**src/rtl/led_pkg.sv**
```systemverilog
// -----------------------------------------------------------------------------
// led_pkg
// Shared definitions for the LED shift-register driver.
//   led_sr_state_t : frame sequencer states (IDLE, SETUP, CLK_HI, LATCH)
//   LED_WIDTH      : default number of LED bits per frame
//   LED_SR_CLK_DIV : default HCLK cycles per shift-clock phase
//   led_cnt_w()    : width of a counter that must hold 0..n-1 (at least 1 bit)
// -----------------------------------------------------------------------------
package led_pkg;

    typedef enum logic [1:0] {
        IDLE   = 2'd0,
        SETUP  = 2'd1,
        CLK_HI = 2'd2,
        LATCH  = 2'd3
    } led_sr_state_t;

    localparam int LED_WIDTH      = 8;
    localparam int LED_SR_CLK_DIV = 4;

    // A 1-entry range still needs a 1-bit counter, hence the floor of 1.
    function automatic int led_cnt_w(input int n);
        return (n > 1) ? $clog2(n) : 1;
    endfunction

endpackage

```
**src/rtl/led_sr_phase_timer.sv**
```systemverilog
// -----------------------------------------------------------------------------
// led_sr_phase_timer
// Counts HCLK cycles within one shift-clock phase, 0..CLK_DIV-1.
// Ports:
//   i_clk          : HCLK
//   i_rst_n        : asynchronous active-low reset
//   i_clear        : restart the phase at 0 on the next edge (state change)
//   o_phase_done   : high in the last cycle of the phase
// -----------------------------------------------------------------------------
module led_sr_phase_timer
    import led_pkg::*;
#(
    parameter int CLK_DIV = LED_SR_CLK_DIV
) (
    input  logic i_clk,
    input  logic i_rst_n,
    input  logic i_clear,
    output logic o_phase_done
);

    localparam int              CW   = led_cnt_w(CLK_DIV);
    localparam logic [CW-1:0]   LAST = CW'(CLK_DIV - 1);

    logic [CW-1:0] r_phase_cnt;

    assign o_phase_done = (r_phase_cnt == LAST);

    always_ff @(posedge i_clk or negedge i_rst_n) begin
        if (!i_rst_n) begin
            r_phase_cnt <= '0;
        end else if (i_clear || o_phase_done) begin
            r_phase_cnt <= '0;
        end else begin
            r_phase_cnt <= r_phase_cnt + 1'b1;
        end
    end

endmodule

```
**src/rtl/led_shift_driver.sv**
```systemverilog
// -----------------------------------------------------------------------------
// led_shift_driver
// Serialises the LED register value onto a 74HC595-style shift register.
// A frame is sent after reset and whenever led_in differs from the value last
// delivered. Each bit is a SETUP phase (SRCLK low, SER valid) followed by a
// CLK_HI phase (SRCLK high); after the last bit RCLK is pulsed for one phase.
//
// Optional macro LED_SR_REFRESH_EN: adds a free-running REFRESH_CYCLES counter
// that forces a re-send of the current value on every terminal count.
//
// Ports:
//   HCLK     : system clock
//   HRESETn  : asynchronous active-low reset, applies to every flop
//   led_in   : parallel LED value (WIDTH bits), synchronous to HCLK
//   sr_data  : SER pin
//   sr_clk   : SRCLK pin (external register samples on the rising edge)
//   sr_latch : RCLK pin (high pulse transfers the register to the LEDs)
//   busy     : high while a frame is in flight
// All outputs are driven directly from flops.
// -----------------------------------------------------------------------------
module led_shift_driver
    import led_pkg::*;
#(
    parameter int WIDTH          = LED_WIDTH,
    parameter int CLK_DIV        = LED_SR_CLK_DIV,
    parameter int MSB_FIRST      = 1,
    parameter int REFRESH_CYCLES = 1000000
) (
    input  logic             HCLK,
    input  logic             HRESETn,
    input  logic [WIDTH-1:0] led_in,
    output logic             sr_data,
    output logic             sr_clk,
    output logic             sr_latch,
    output logic             busy
);

    localparam int            BW      = led_cnt_w(WIDTH);
    localparam logic [BW-1:0] TOP_IDX = BW'(WIDTH - 1);

    led_sr_state_t    r_state;
    logic [WIDTH-1:0] r_shadow;
    logic [WIDTH-1:0] r_sent_val;
    logic [BW-1:0]    r_bit_cnt;
    logic             r_force_pending;
    logic             r_sr_data;
    logic             r_sr_clk;
    logic             r_sr_latch;
    logic             r_busy;

    logic             w_phase_done;
    logic             w_start;
    logic             w_state_change;
    logic             w_refresh_tc;

    // bit_cnt counts down from WIDTH-1; the shift order decides which bit of
    // the frozen value that count selects.
    function automatic logic pick_bit(input logic [WIDTH-1:0] v,
                                      input logic [BW-1:0]    cnt);
        logic [BW-1:0] idx;
        idx = (MSB_FIRST != 0) ? cnt : (TOP_IDX - cnt);
        return v[idx];
    endfunction

    assign w_start        = (led_in != r_sent_val) || r_force_pending;
    assign w_state_change = (r_state == IDLE) ? w_start : w_phase_done;

    led_sr_phase_timer #(
        .CLK_DIV (CLK_DIV)
    ) u_phase_timer (
        .i_clk        (HCLK),
        .i_rst_n      (HRESETn),
        .i_clear      (w_state_change),
        .o_phase_done (w_phase_done)
    );

`ifdef LED_SR_REFRESH_EN
    localparam int            RW      = led_cnt_w(REFRESH_CYCLES);
    localparam logic [RW-1:0] REF_TOP = RW'(REFRESH_CYCLES - 1);

    logic [RW-1:0] r_refresh_cnt;

    assign w_refresh_tc = (r_refresh_cnt == REF_TOP);

    always_ff @(posedge HCLK or negedge HRESETn) begin
        if (!HRESETn) begin
            r_refresh_cnt <= '0;
        end else if (w_refresh_tc) begin
            r_refresh_cnt <= '0;
        end else begin
            r_refresh_cnt <= r_refresh_cnt + 1'b1;
        end
    end
`else
    // The refresh period only matters when the refresh counter is built.
    localparam int unused_refresh_cycles = REFRESH_CYCLES;

    assign w_refresh_tc = 1'b0;
`endif

    always_ff @(posedge HCLK or negedge HRESETn) begin
        if (!HRESETn) begin
            r_state         <= IDLE;
            r_shadow        <= '0;
            r_sent_val      <= '0;
            r_bit_cnt       <= '0;
            r_force_pending <= 1'b1;
            r_sr_data       <= 1'b0;
            r_sr_clk        <= 1'b0;
            r_sr_latch      <= 1'b0;
            r_busy          <= 1'b0;
        end else begin
            case (r_state)
                IDLE: begin
                    if (w_start) begin
                        r_shadow        <= led_in;
                        r_bit_cnt       <= TOP_IDX;
                        r_force_pending <= 1'b0;
                        r_busy          <= 1'b1;
                        // SER must already be valid during the first SETUP.
                        r_sr_data       <= pick_bit(led_in, TOP_IDX);
                        r_sr_clk        <= 1'b0;
                        r_state         <= SETUP;
                    end
                end
                SETUP: begin
                    if (w_phase_done) begin
                        r_sr_clk <= 1'b1;
                        r_state  <= CLK_HI;
                    end
                end
                CLK_HI: begin
                    if (w_phase_done) begin
                        r_sr_clk <= 1'b0;
                        if (r_bit_cnt == '0) begin
                            r_sr_latch <= 1'b1;
                            r_state    <= LATCH;
                        end else begin
                            r_bit_cnt <= r_bit_cnt - 1'b1;
                            r_sr_data <= pick_bit(r_shadow, r_bit_cnt - 1'b1);
                            r_state   <= SETUP;
                        end
                    end
                end
                LATCH: begin
                    if (w_phase_done) begin
                        r_sr_latch <= 1'b0;
                        r_sent_val <= r_shadow;
                        r_busy     <= 1'b0;
                        r_state    <= IDLE;
                    end
                end
                default: begin
                    r_state <= IDLE;
                end
            endcase

            // A terminal count wins over the clear on frame start so that a
            // tick landing mid-frame (or on the start edge) is never lost.
            if (w_refresh_tc) begin
                r_force_pending <= 1'b1;
            end
        end
    end

    assign sr_data  = r_sr_data;
    assign sr_clk   = r_sr_clk;
    assign sr_latch = r_sr_latch;
    assign busy     = r_busy;

endmodule

```
**config.mk**
```make
export PLATFORM = sky130hd
export DESIGN_NAME = led_shift_driver
export DESIGN_NICKNAME = d
export VERILOG_FILES = /design/src/rtl/led_pkg.sv /design/src/rtl/led_sr_phase_timer.sv /design/src/rtl/led_shift_driver.sv
export SDC_FILE = /design/constraint.sdc
export NUM_CORES = 1
export LEC_CHECK = 0
export ABC_AREA = 1
export CELL_PAD_IN_SITES_DETAIL_PLACEMENT = 0
export CELL_PAD_IN_SITES_GLOBAL_PLACEMENT = 2
export CORE_MARGIN = 4
export CORE_UTILIZATION = 30
export CTS_BUF_LIST = sky130_fd_sc_hd__clkbuf_16
export CTS_CLUSTER_DIAMETER = 60
export DETAILED_ROUTE_END_ITERATION = 16
export PLACE_DENSITY = 0.82
export SETUP_SLACK_MARGIN = 0.02
export SKIP_CTS_REPAIR_TIMING = 1
export SYNTH_ARGS = -nofsm -noshare
export SYNTH_HDL_FRONTEND = slang
export SYNTH_SLANG_ARGS = --single-unit
export TNS_END_PERCENT = 30
```
**constraint.sdc**
```tcl
create_clock -name HCLK -period 1.51 [get_ports HCLK]
set_clock_uncertainty 0.1 [all_clocks]
set_input_delay 0.302 -clock HCLK [delete_from_list [all_inputs] [get_ports HCLK]]
set_output_delay 0.302 -clock HCLK [all_outputs]
set_load 0.02 [all_outputs]
```
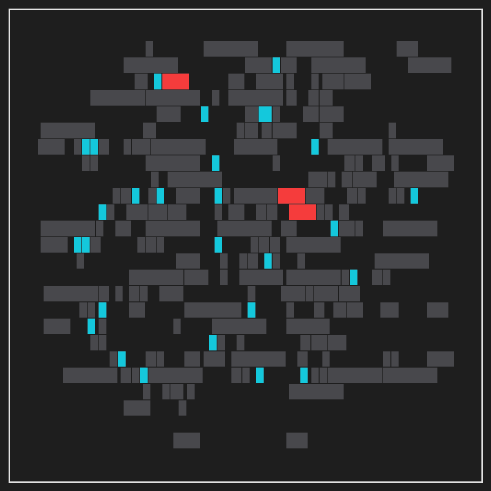
Fig. 1. Selected gate families (run 1).
(6 px per um)
cyan -> inverters  # cells 27
red -> adder and majority cells  # cells 3
fin cells: 277
Commonest Layout Cell: nand2_1
Comb area share: 37.2%

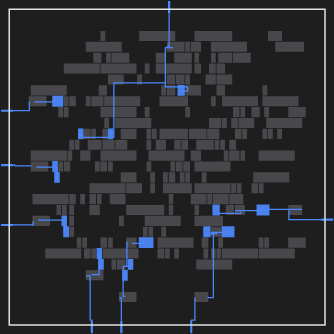
Fig. 2. I/O nets highlighted (run 1).
(4 px per um)
blue -> `led_in`  # bits 8, direction input, edge 3 bottom, 3 left, 1 right, 1 top, end cells 18, wire 220 um
Top-Level Pins: 14
Buffers on Ports: 13

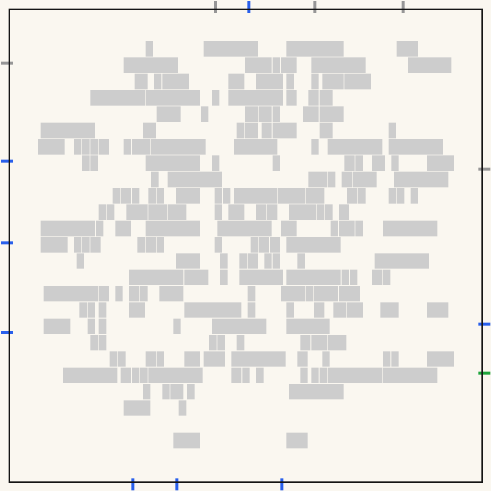
Fig. 3. I/O pins on the die edge (run 1).
(6 px per um) Pins as bars across the die edge, other pins in grey.
blue -> `led_in`  # pins 8, direction input, edge 3 bottom, 3 left, 1 right, 1 top
green -> `busy`  # pins 1, direction output, edge right
all pins by edge = 4 left, 4 top, 3 right, 3 bottom
die height: 78.6 um
DIE WIDTH: 78.6 um

==> reports/qor.txt, run 1 <==
Crit start category -> flop
Final hold violation count -> 0
Clk pwr share -> 16.4%
Yosys chip area -> 1490 sq um
Fill cells -> 489
Synth top area share -> 45.2%
Pleak -> 1.05 nW
Final Power -> 3.73 mW
Final setup fails -> 0
Gr ovfl total -> 0
Die area -> 6170 sq um
Logic area -> 737 sq um
Largest stage delay on the critical path -> 0.38 ns
DP Wirelength -> 2260 um
ANT nets after route -> 0
WP depth -> 10
HP Class -> input port to flop
Status -> completed
Rel. slew slack -> 78.6%
GR Util All Layers -> 11.1%
DR WL/cell -> 11.7 um
Register-to-register setup slack -> 0.03 ns
EDFF count, synth -> 0
N_diodes -> 0
Clock Pin Slew Worst Setup and Hold Paths -> 0.07 ns
Sequential element share of the synthesized area -> 47.0%
RePlAce Congestion -> 0.767
# Cells Yosys -> 182
Core Rows -> 25
Commonest flop -> dfrtp_1
DRC errors left -> 0
Antenna violations before repair -> 0
Max-cap violations -> 0
H-tree levels -> 1
Worst Tran Pin Value -> 0.322 ns
R2R cell count -> 10
Core outline area -> 4790 sq um
Worst path bufs/invs -> 3
YS warnings -> 0
Synthesized Nets -> 195
Largest net degree at the start of global routing -> 29
Register bit total from synthesis -> 28
Max Clock Freq -> 678 MHz
Vias in the first global route -> 1,117
Worst-case vdd ir drop -> 742 uV
CTS tree -> done
Clock Tree Buf Depth -> 2
Min Tclk post-route -> 1.48 ns
Mean Syn Cell Area -> 8.21 sq um
Area Overhead vs Synth -> 32.6%
run 1: sequential cells by signal, indices dropped and copies added (netlist names):
signal                     flops
r_sent_val                     8
r_shadow                       8
u_phase_timer.r_phase_cnt      2
r_force_pending                1
r_state                        2
busy                           1
r_bit_cnt                      3
sr_clk                         1
sr_data                        1
sr_latch                       1
run 1: metal layers:
metal / GRT usage [%] / routed length (um)
met3: 2.75 / 102
met1: 15.3 / 1650
met4: 3.15 / 24
met2: 17.2 / 1460
met5: 0 / 0
run 1: layout by cell type (no fill, tap or decap), types with 3 or more instances in the layout:
cell type	Yosys	layout
nor2_2	1	5
ha_1	3	3
dlymetal6s2s_1	0	10
o21ai_0	13	10
nand3_2	3	4
nand2_1	61	58
xor2_1	3	3
buf_4	2	9
clkdlybuf4s50_1	0	3
inv_1	24	21
nor2_1	10	6
dfrtp_1	27	26
nand2_2	2	3
clkbuf_16	0	3
nand3_1	14	13
inv_2	2	5
nand2_4	2	5
run 1: cell families after synthesis:
group / synth area share, %
AOI/OAI and AO/OA: 6.70
xor gates and xnor gates: 2.35
adders and majority gates: 2.51
buffers and inverters: 8.71
DFF: 47.0
and+or+nand+nor: 32.7
run 1: stage by stage:
stage | instance area (sq um) | hold slack (ns) | worst slack, ns | utilization (%)
3_3_place_gp | 1780 | 0.324 | -0.436 | 37.2
2_1_floorplan | 1490 | -0.0936 | 0.0208 | -
3_5_place_dp | 1780 | 0.328 | -0.415 | 37.2
4_1_cts | 1860 | 0.298 | -0.145 | 38.9
6_report | 1980 | 0.227 | 0.0341 | 41.4
5_1_grt | 1980 | 0.249 | -0.107 | 41.4
run 1: final timing paths:
check,startpoint,endpoint
max in group asynchronous,HRESETn,r_force_pending
hold reg to reg,u_phase_timer.r_phase_cnt[0],u_phase_timer.r_phase_cnt[0]
hold / removal,led_in[6],r_shadow[6]
min in group asynchronous,HRESETn,sr_data
setup reg to reg,r_sent_val[5],r_shadow[0]
setup / recovery,r_sent_val[5],r_shadow[0]
run 1: layout make-up:
type | instances | area share [%]
clock inverters | 1 | 0.190
clock buffers | 3 | 3.79
well taps | 67 | 4.23
inverters | 27 | 5.24
repair buffers | 25 | 13.8
flip-flops and latches | 28 | 35.5
multi-input cells | 126 | 37.2
run 1: tightest hold or removal path: cells and delay by family:
family	cells	cell delay, ns
AND-OR/OR-AND	1	0.05
buffers and inverters	2	0.21
run 1: power groups by stage:
stage | logic (mW) | registers (mW) | clock network [mW]
final | 1.75 | 1.37 | 0.613
after global routing | 1.98 | 1.42 | 0.676
after CTS | 1.61 | 1.35 | 0.637
after detailed placement | 1.60 | 1.36 | 0
after global placement | 1.60 | 1.36 | 0
after floorplan | 1.15 | 1.36 | 0
==> inputs of run 2 (changes only) <==
Settings changed: CTS_CLUSTER_DIAMETER 60 to 100, HOLD_SLACK_MARGIN set to 0.08, SLEW_MARGIN set to 30.
==> run 2 against run 1 <==
- cell count unchanged
- sequential cell count stayed put
- critical path type unchanged
- clock-buffer cell count unchanged
- combinational power about the same
- setup slack is the same
==> reports/qor.txt, run 2 <==
Max Clock Freq -> 678 MHz (unchanged)
Final setup fails -> 0 (unchanged)
Status -> completed
Top-Level Pins -> 14 (unchanged)
YS warnings -> 0 (unchanged)
Vias in the first global route -> 1,117 (unchanged)
DIE WIDTH -> 78.6 um (unchanged)
FF-to-FF Start -> r_sent_val[5]
Rel. slew slack -> 78.6% (unchanged)
RePlAce Congestion -> 0.767 (unchanged)
Clock Pin Slew Worst Setup and Hold Paths -> 0.07 ns (about the same)
Crit start category -> flop
WHS Endpoint -> r_shadow[6]
Commonest flop -> dfrtp_1
Min Tclk post-route -> 1.48 ns (unchanged)
Yosys chip area -> 1490 sq um (unchanged)
Mean Syn Cell Area -> 8.21 sq um (unchanged)
Top logic cells by instance count in the layout -> nand2_1, dfrtp_1, inv_1
# Cells Yosys -> 182 (unchanged)
Synth top area share -> 45.2% (unchanged)
Final Power -> 3.73 mW (unchanged)
Register bit total from synthesis -> 28 (unchanged)
Core outline area -> 4790 sq um (unchanged)
Buffers on Ports -> 13 (unchanged)
HP Class -> input port to flop
Die area -> 6170 sq um (unchanged)
Pleak -> 1.05 nW (unchanged)
Commonest Layout Cell -> nand2_1
Biggest regs -> r_sent_val (8), r_shadow (8), r_bit_cnt (3)
R2R cell count -> 10 (unchanged)
Gr ovfl total -> 0 (unchanged)
Register-to-register setup slack -> 0.03 ns (about the same)
Clock Tree Buf Depth -> 2 (unchanged)
Final core utilization -> 41.4% (unchanged)
ANT nets after route -> 0 (unchanged)
WHS -> 0.227 ns (unchanged)
GR Util All Layers -> 11.1% (unchanged)
Largest stage delay on the critical path -> 0.38 ns (about the same)
Reg2reg end -> r_shadow[0]
Final hold violation count -> 0 (unchanged)
Synthesized Nets -> 195 (unchanged)
## run 2: worst max path at each step
stage / start / endpoint / slack (ns)
global route: r_sent_val[5] / u_phase_timer.r_phase_cnt[1] / -0.11
floorplan: r_bit_cnt[0] / sr_data / 0.02
CTS: sr_clk / sr_clk / -0.15
global placement: led_in[7] / u_phase_timer.r_phase_cnt[0] / -0.44
finish: r_sent_val[5] / r_shadow[0] / 0.03
detailed placement: led_in[7] / u_phase_timer.r_phase_cnt[0] / -0.41
## run 2: stage by stage
step | cell area (sq um) | cells | setup WS, ns | setup TNS [ns]
floorplan | 1490 | 182 | 0.0208 | 0
global placement | 1780 | 269 | -0.436 | -6.91
detailed placement | 1780 | 269 | -0.415 | -6.68
CTS | 1860 | 273 | -0.145 | -2.18
global route | 1980 | 277 | -0.107 | -1.00
finish | 1980 | 277 | 0.0341 | 0
## run 2: cell type report
class,count,area (sq um),area share (%)
multi-input cells,126,737,37.2
clock inverters,1,3.75,0.190
clock buffers,3,75.1,3.79
repair buffers,25,274,13.8
inverters,27,104,5.24
well taps,67,83.8,4.23
flip-flops and latches,28,703,35.5
## run 2: kinds of logic (layout without fill, tap and decap cells)
logic type               count (synthesis)  count (layout)  share of synthesized area [%]
adder cells (fa/ha/maj)                  3               3                           2.51
AND/OR/NAND/NOR                         99             101                           32.7
XOR/XNOR                                 4               4                           2.35
buffers and inverters                   30              56                           8.71
AND-OR/OR-AND                           18              18                           6.70
flip-flops                              28              28                           47.0
## run 2: worst max-delay path: cells and delay by family (launching register included)
kind / cells / cell delay, ns
flops: 1 / 0.38
buf+inv: 3 / 0.35
simple gates: 7 / 0.54
## run 2: per-layer routing
layer / part of all wire (%) / up-vias / track usage [%]
met4: 0.74 / 0 / 3.15
met3: 3.2 / 2 / 2.75
li1: - / 622 / -
met1: 51 / 540 / 15.3
met2: 45 / 16 / 17.2
met5: 0 / - / 0
## run 2: report_power, final
group	total [mW]	internal (mW)	switching, mW
clock	0.613	0.355	0.257
sequential	1.37	1.09	0.281
combinational	1.75	0.741	1.01
total	3.73	2.18	1.55
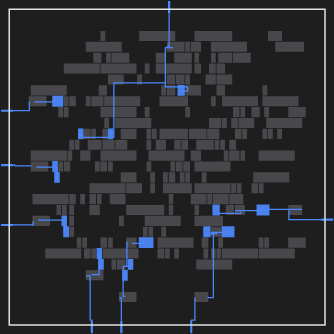
Fig. 4. I/O nets highlighted (run 2).
(4 px per um)
blue -> `led_in`  # bits 8, direction input, edge 3 bottom, 3 left, 1 right, 1 top, end cells 18, wire 220 um

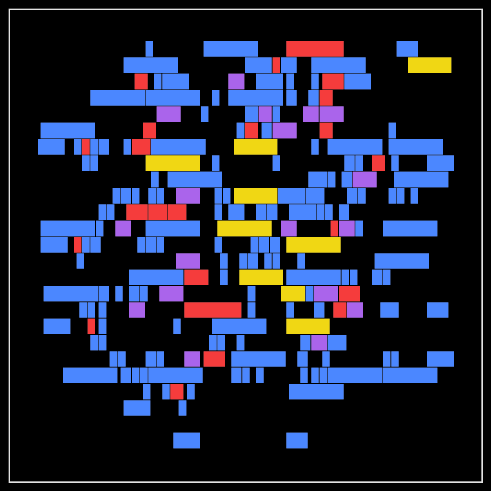
Fig. 5. Sizing map (run 2).
(6 px per um)
yellow -> drive 6 and up  # cells 9, share 4.3%, most used clkbuf_16
blue -> drive 1 or less  # cells 160, share 76%, most used nand2_1
red -> drive 2  # cells 23, share 11%
purple -> drive 3 to 4  # cells 18, share 8.6%, most used buf_4
fin worst setup slack: 0.0341 ns
nonclk buf count: 25

==> inputs of run 3 (changes only) <==
Settings changed: REMOVE_ABC_BUFFERS set to 1.
==> run 3 against run 2 <==
- the run now ends with setup timing left
- via count rose by 4.2%
- setup slack got worse by 0.043 ns
- cell count rose by 1.4%
- non-clock buffer count rose by 4
- critical path depth rose by 1
- global-route usage fell by 0.14 points
- fmax fell by 2.8%
- design area rose by 3.2%
- combinational power rose by 8%
- critical path type unchanged
- highest routed layer unchanged
==> reports/qor.txt, run 3 <==
Yosys chip area -> 1490 sq um (unchanged)
Gr ovfl total -> 0 (unchanged)
Fin worst setup slack -> -0.00890 ns (-0.0429 ns)
Largest stage delay on the critical path -> 0.39 ns (about the same)
Status -> complete, but fails checks
DIE WIDTH -> 78.6 um (unchanged)
CP top delay family -> simple AND/OR/NAND/NOR gates
Synth top area share -> 45.2% (unchanged)
Final Power -> 3.85 mW (+3.3%)
Final setup fails -> 4 (+4)
Mean Syn Cell Area -> 8.21 sq um (unchanged)
Min Tclk post-route -> 1.52 ns (+0.0429 ns)
Placed cell area -> 1800 sq um (+0.98%)
Commonest flop -> dfrtp_1
Clock Pin Slew Worst Setup and Hold Paths -> 0.07 ns (about the same)
Failing checks -> setup timing
RePlAce Congestion -> 0.774 (+0.89%)
Commonest Layout Cell -> nand2_1
Crit start category -> flop
Die area -> 6170 sq um (unchanged)
# Cells Yosys -> 182 (unchanged)
[run 3: cell counts after synthesis]
Identical to the previous run, type by type.
[run 3: power breakdown]
group	internal, mW	switching [mW]	total (mW)
Sequential	1.09	0.278	1.37
Combinational	0.808	1.08	1.89
Clock	0.355	0.241	0.596
[run 3: worst paths after layout]
check / from / endpoint / slack (ns)
worst max-delay path: r_sent_val[5] / r_bit_cnt[0] / -0.009
worst min-delay path: HRESETn / sr_clk / 0.29
worst max register to register: r_sent_val[5] / r_bit_cnt[0] / -0.009
worst min register to register: u_phase_timer.r_phase_cnt[0] / u_phase_timer.r_phase_cnt[0] / 0.34
max in group asynchronous: HRESETn / r_force_pending / 0.79
min in group HCLK: led_in[7] / r_shadow[7] / 0.30
[run 3: metrics by stage]
stage / setup TNS (ns) / hold WS (ns) / std cells
2_1_floorplan: 0 / -0.0936 / 179
3_3_place_gp: -6.02 / 0.328 / 273
3_5_place_dp: -5.87 / 0.330 / 273
4_1_cts: -1.58 / 0.296 / 277
5_1_grt: -0.785 / 0.301 / 281
6_report: -0.0269 / 0.288 / 281
[run 3: cells by family (layout without fill, tap and decap cells)]
group	after synthesis	in the layout	share of synthesized area, %
simple gates	99	101	32.7
buf+inv	30	60	8.71
flops	28	28	47.0
compound gates	18	18	6.70
xor+xnor	4	4	2.35
fa+ha+maj	3	3	2.51
[run 3: metal layers]
layer | wire (um) | GRT usage (%)
met5 | 0 | 0
met4 | 44 | 2.10
met3 | 108 | 2.52
met2 | 1490 | 18.5
met1 | 1600 | 14.4
[run 3: cell type report]
cell class,instances,area (sq um),share of cell area (%)
inverters,27,104,5.08
well taps,67,83.8,4.10
clock inverters,1,3.75,0.184
multi-input cells,126,783,38.3
clock buffers,3,75.1,3.67
flip-flops and latches,28,703,34.4
repair buffers,29,292,14.3
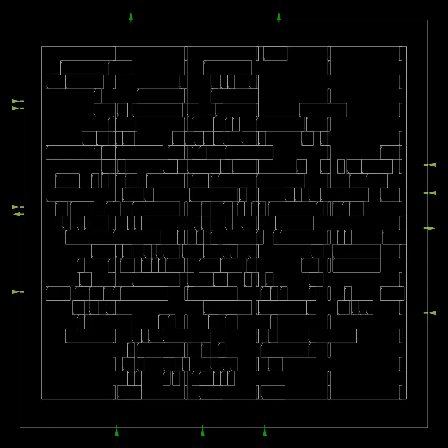
Fig. 6. Cell placement (run 3).
final core utilization: 42.7%
fin cells: 281
flop count: 28

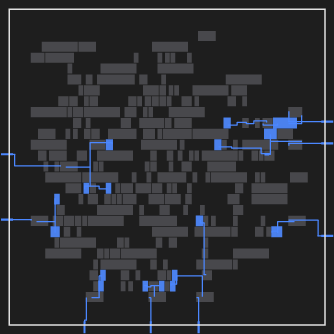
Fig. 7. I/O nets highlighted (run 3).
(4 px per um)
blue -> `led_in`  # bits 8, direction input, edge 3 bottom, 3 right, 2 left, end cells 18, wire 220 um

No activity file was given, so power comes from the tool's default toggle rates.
